`src/rtl/rtn_ch_rsp_queue.sv`:
```
// Per-channel response queue on the return crossbar: DEPTH-entry FIFO of {data, bank, rob}
// with a registered occupancy, per-bank pop counters and an occupancy high-water mark.
module rtn_ch_rsp_queue #(
  parameter int unsigned DEPTH = 4,
  parameter int unsigned ROB_W = 6
) (
  input  logic                       clk,
  input  logic                       rst,
  input  logic                       in_valid,
  output logic                       in_ready,
  input  logic [127:0]               in_data,
  input  logic [1:0]                 in_bank_id,
  input  logic [ROB_W-1:0]           in_rob_id,
  output logic                       out_valid,
  input  logic                       out_ready,
  output logic [127:0]               out_data,
  output logic [1:0]                 out_bank_id,
  output logic [ROB_W-1:0]           out_rob_id,
  output logic [$clog2(DEPTH):0]     occupancy,
  input  logic                       clr_stats,
  output logic [31:0]                bank_rsp_cnt,
  output logic [$clog2(DEPTH):0]     hwm
);

  localparam int unsigned AW = $clog2(DEPTH);
  localparam int unsigned PW = AW + 1;
  localparam int unsigned EW = 130 + ROB_W;

  logic [EW-1:0] r_mem [DEPTH];
  logic [PW-1:0] r_wptr;
  logic [PW-1:0] r_rptr;
  logic [PW-1:0] r_occ;
  logic [PW-1:0] r_hwm;
  logic [7:0]    r_cnt [4];

  logic          w_full;
  logic          w_empty;
  logic          w_push;
  logic          w_pop;
  logic [PW-1:0] w_wptr_nxt;
  logic [PW-1:0] w_rptr_nxt;
  logic [PW-1:0] w_occ_nxt;
  logic [EW-1:0] w_head;

  assign w_full     = (r_wptr[AW-1:0] == r_rptr[AW-1:0]) && (r_wptr[AW] != r_rptr[AW]);
  assign w_empty    = (r_wptr == r_rptr);
  assign w_push     = in_valid && !w_full;
  assign w_pop      = !w_empty && out_ready;
  assign w_wptr_nxt = r_wptr + PW'(w_push);
  assign w_rptr_nxt = r_rptr + PW'(w_pop);
  assign w_occ_nxt  = w_wptr_nxt - w_rptr_nxt;
  assign w_head     = r_mem[r_rptr[AW-1:0]];

  assign in_ready    = !w_full;
  assign out_valid   = !w_empty;
  assign out_data    = w_head[EW-1 -: 128];
  assign out_bank_id = w_head[ROB_W +: 2];
  assign out_rob_id  = w_head[ROB_W-1:0];
  assign occupancy   = r_occ;
  assign hwm         = r_hwm;

  always_comb begin
    bank_rsp_cnt = '0;
    for (int unsigned b = 0; b < 4; b++) begin
      bank_rsp_cnt[8*b +: 8] = r_cnt[b];
    end
  end

  // Storage is deliberately unreset; only the pointers define validity.
  always_ff @(posedge clk) begin
    if (w_push) begin
      r_mem[r_wptr[AW-1:0]] <= {in_data, in_bank_id, in_rob_id};
    end
  end

  always_ff @(posedge clk or posedge rst) begin
    if (rst) begin
      r_wptr <= '0;
      r_rptr <= '0;
      r_occ  <= '0;
    end else begin
      r_wptr <= w_wptr_nxt;
      r_rptr <= w_rptr_nxt;
      r_occ  <= w_occ_nxt;
    end
  end

  // Clear wins over both the hwm update and a pop landing in the same cycle.
  always_ff @(posedge clk or posedge rst) begin
    if (rst) begin
      r_hwm <= '0;
      for (int unsigned b = 0; b < 4; b++) begin
        r_cnt[b] <= '0;
      end
    end else if (clr_stats) begin
      r_hwm <= '0;
      for (int unsigned b = 0; b < 4; b++) begin
        r_cnt[b] <= '0;
      end
    end else begin
      if (w_occ_nxt > r_hwm) begin
        r_hwm <= w_occ_nxt;
      end
      if (w_pop && (r_cnt[out_bank_id] != 8'hFF)) begin
        r_cnt[out_bank_id] <= r_cnt[out_bank_id] + 8'd1;
      end
    end
  end

endmodule

```
`config.mk`:
```
export PLATFORM = sky130hd
export DESIGN_NAME = rtn_ch_rsp_queue
export DESIGN_NICKNAME = d
export VERILOG_FILES = /design/src/rtl/rtn_ch_rsp_queue.sv
export SDC_FILE = /design/constraint.sdc
export NUM_CORES = 1
export LEC_CHECK = 0
export ABC_AREA = 1
export ABC_CLOCK_PERIOD_IN_PS = 30700
export CORE_ASPECT_RATIO = 0.6
export CORE_UTILIZATION = 31
export DETAILED_ROUTE_END_ITERATION = 7
export PLACE_DENSITY = 0.52
export SYNTH_ARGS = -nofsm -noshare
export SYNTH_HDL_FRONTEND = slang
export SYNTH_SLANG_ARGS = --single-unit
```
`constraint.sdc`:
```
create_clock -name clk -period 30.7 [get_ports clk]
set_input_delay 7.675 -clock clk [delete_from_list [all_inputs] [get_ports clk]]
set_output_delay 7.675 -clock clk [all_outputs]
set_load 0.03 [all_outputs]
```
### Placement density heat map, run 1

(1.5 px per um) The die is cut into 35 by 21 equal tiles; black is low, pale yellow is high, 0 to 100% covered.
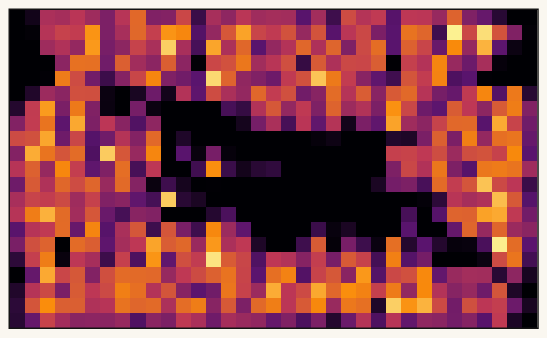
tiles over 75% full: 5.4%
mean over tiles: 37%
nearly empty tiles: 18%
Init Core Util: 0.315
core area: 0.0722 mm^2
Final Core Density: 0.399

### Cells coloured by class, run 1

(1 px per um)
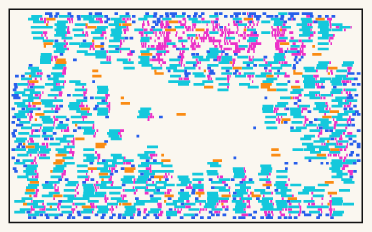
[cyan] registers | cells: 588
[blue] remaining buffers and delay cells | cells: 342
[orange] clock drivers and dummy loads | cells: 103
[magenta] remaining logic cells | cells: 1004
fin area: 0.0288 mm^2
Row Count: 76

==> impl_metrics.env, run 1 <==
# yosys + openroad results
export IMPL_status="finished, final reports clean"
export IMPL_use_met2=0.239
export IMPL_boundaryPins=317
export IMPL_highest_layer="met5"
export IMPL_synthFlopType="edfxtp_1"
export IMPL_synth_edff_count=544
export IMPL_seqCellArea_mm2=0.0174
export IMPL_grt_overflow_total=0
export IMPL_critPathLaunchType="flop"
export IMPL_antenna_found_initial=9
export IMPL_firstDrtPassIters=5
export IMPL_clock_fmax_ghz=0.0807
export IMPL_ys_warnings_count=0
export IMPL_synthTopCellsByCount="edfxtp_1 (544), nor2_1 (278), o21ai_0 (272)"
export IMPL_busiest_layer="met2"
export IMPL_synthCells=1692
export IMPL_ys_sh_aoi=0.0984
export IMPL_place_inst=2909
export IMPL_synthMuxAreaShare=0
export IMPL_period_used=0.404
export IMPL_slowest_stage="buf_4"
export IMPL_grt_pass1_wl_um=90100
export IMPL_worst_path_buf_inv=4
export IMPL_tritoncts="done"
export IMPL_ys_cells=1692
export IMPL_cp_cell_sequence="inv_8 -> buf_4 -> buf_4 -> o21ai_0 -> o22ai_1 -> clkdlybuf4s50_1"
export IMPL_r2r_cells=17
export IMPL_most_common_cell="edfxtp_1"
export IMPL_detail_route_antenna_nets=0
export IMPL_signal_buffers=342
export IMPL_crit_family="buffers and inverters"
export IMPL_tapCellCount=975
export IMPL_logic_area_mm2=0.00472
export IMPL_p_total_mw=3.40
export IMPL_largest_register_ff_count=544
export IMPL_clk_share=0.0647
export IMPL_netlist_area_mm2=0.0227
export IMPL_hold_class="flop to flop"
export IMPL_rsz0062_at_grt="false"
export IMPL_topCellsByArea="edfxtp_1 (72%), o21ai_0 (6.0%), dfrtp_1 (4.8%)"
export IMPL_drv_cap=0
export IMPL_sh_seq_area=0.606
export IMPL_grt_pass1_vias=14200
export IMPL_hold_viol_final=0
export IMPL_wl_met1_um=29200
export IMPL_die_w_um=352
export IMPL_ys_ff=588
export IMPL_met2WireLength_um=26600
export IMPL_crit_top_cell="buf_4"
export IMPL_layout_nonclk_buf_frac=0.117
export IMPL_warning_count=26
export IMPL_p_switching_mw=1.42
### The clock network, run 1

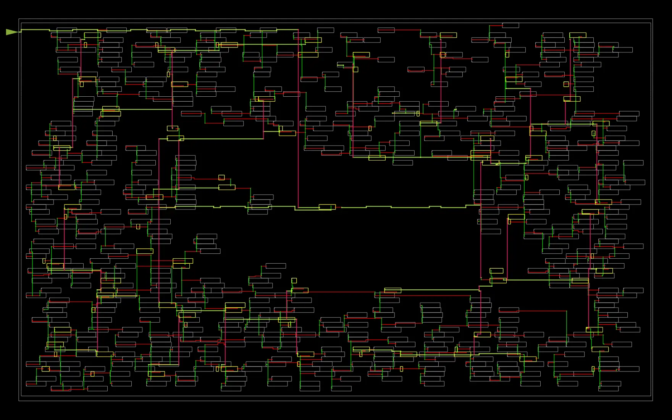
Clk power: 710 uW
clock skew: 0.0207 ns
clk_buf instances: 70
Clk Latency, worst-skew pair: 0.63 ns

### Metal layers overlaid, run 1

(1 px per um)
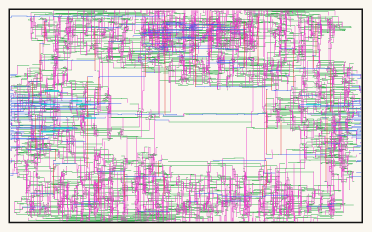
[green] M1 | wire length: 29.2 mm
[magenta] M2 | wire length: 26.6 mm
[blue] M3 | wire length: 4040 um
[cyan] M5 | wire length: 103 um
[red] M4 | wire length: 1100 um
all-layer global routing usage: 0.161
drt total wl: 61000 um

==> run 2: changes to the inputs <==
--- a/config.mk
+++ b/config.mk
@@ -6,11 +6,11 @@
 export NUM_CORES = 1
 export LEC_CHECK = 0
 export ABC_AREA = 1
-export ABC_CLOCK_PERIOD_IN_PS = 30700
+export ABC_CLOCK_PERIOD_IN_PS = 10810
 export CORE_ASPECT_RATIO = 0.6
 export CORE_UTILIZATION = 31
 export DETAILED_ROUTE_END_ITERATION = 7
-export PLACE_DENSITY = 0.52
+export PLACE_DENSITY = 0.54
 export SYNTH_ARGS = -nofsm -noshare
 export SYNTH_HDL_FRONTEND = slang
 export SYNTH_SLANG_ARGS = --single-unit
==> constraint.sdc (replaced) <==
create_clock -name clk -period 10.81 [get_ports clk]
set_input_delay 2.7025 -clock clk [delete_from_list [all_inputs] [get_ports clk]]
set_output_delay 2.7025 -clock clk [all_outputs]
set_load 0.03 [all_outputs]
### Cells coloured by class, run 2

(1 px per um)
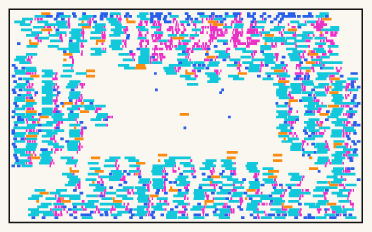
[blue] remaining buffers and delay cells | cells: 342
[cyan] registers | cells: 588
[magenta] remaining logic cells | cells: 1004
[orange] clock drivers and dummy loads | cells: 103
Seq/total area: 0.607
fin area: 0.0288 mm^2
Final Core Density: 0.398

### I/O pins on the die edge, run 2

(1.5 px per um) Pins as bars across the die edge, other pins in grey.
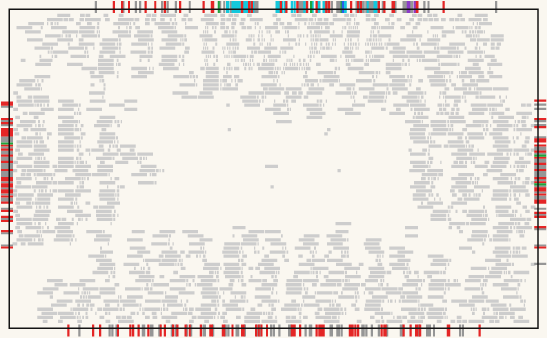
[red] in_data | pins: 128 | direction: input | edge: 51 south, 30 north, 26 west, 21 east
[blue] clr_stats | pins: 1 | direction: input | edge: north
[cyan] bank_rsp_cnt | pins: 32 | direction: output | edge: north
[green] in_rob_id | pins: 6 | direction: input | edge: 3 north, 2 east, 1 west
[purple] occupancy | pins: 3 | direction: output | edge: north
all pins by edge: 114 north, 102 south, 53 west, 48 east
Die W: 352 um
Port Buf Inserts: 316
Die Y: 212 um

==> impl_metrics.env, run 2 <==
# yosys + openroad results
export IMPL_hold_class="flop to flop"
export IMPL_slowest_stage="buf_4"
export IMPL_crit_top_cell="buf_4"
export IMPL_critPathLaunchType="flop"
export IMPL_synthFlopType="edfxtp_1"
export IMPL_clk_share=0.0636
export IMPL_synthCells=1692
export IMPL_drv_cap=0
export IMPL_most_common_cell="edfxtp_1"
export IMPL_ys_ff=588
export IMPL_netlist_area_mm2=0.0227
export IMPL_r2r_cells=17
export IMPL_rsz0062_at_grt="false"
export IMPL_synthMuxAreaShare=0
export IMPL_ys_warnings_count=0
export IMPL_fp_util=0.315
export IMPL_ys_cells=1692
export IMPL_p_total_mw=9.58
export IMPL_tapCellCount=975
export IMPL_seqCellArea_mm2=0.0174
export IMPL_wl_met1_um=27600
export IMPL_core_mm2=0.0722
export IMPL_synth_edff_count=544
export IMPL_warning_count=30
export IMPL_signal_buffers=342
export IMPL_cp_cell_sequence="buf_4 -> buf_4 -> o21ai_0 -> o22ai_1 -> clkdlybuf4s50_1"
export IMPL_hold_viol_final=0
export IMPL_use_met2=0.234
export IMPL_busiest_layer="met2"
export IMPL_worst_path_buf_inv=3
export IMPL_status="finished, final reports clean"
export IMPL_nClkBuffers=70
export IMPL_grt_pass1_vias=14100
export IMPL_layout_nonclk_buf_frac=0.117
export IMPL_crit_family="buffers and inverters"
export IMPL_yosys_area_top_type="edfxtp_1"
export IMPL_logic_area_mm2=0.00472
export IMPL_largest_register_ff_count=544
export IMPL_met2WireLength_um=26100
export IMPL_firstDrtPassIters=5
export IMPL_tritoncts="done"
export IMPL_powerClk_mw=1.97
export IMPL_routed_wl_um=58400
export IMPL_clock_fmax_ghz=0.148
export IMPL_grt_overflow_total=0
export IMPL_syn_avg_cell_area_um2=13.4
export IMPL_highest_layer="met5"
export IMPL_p_switching_mw=3.97
export IMPL_skew_ns=0.0154
export IMPL_clkLatencyLatePin_ns=0.61
Power and IR drop assume default switching activity.
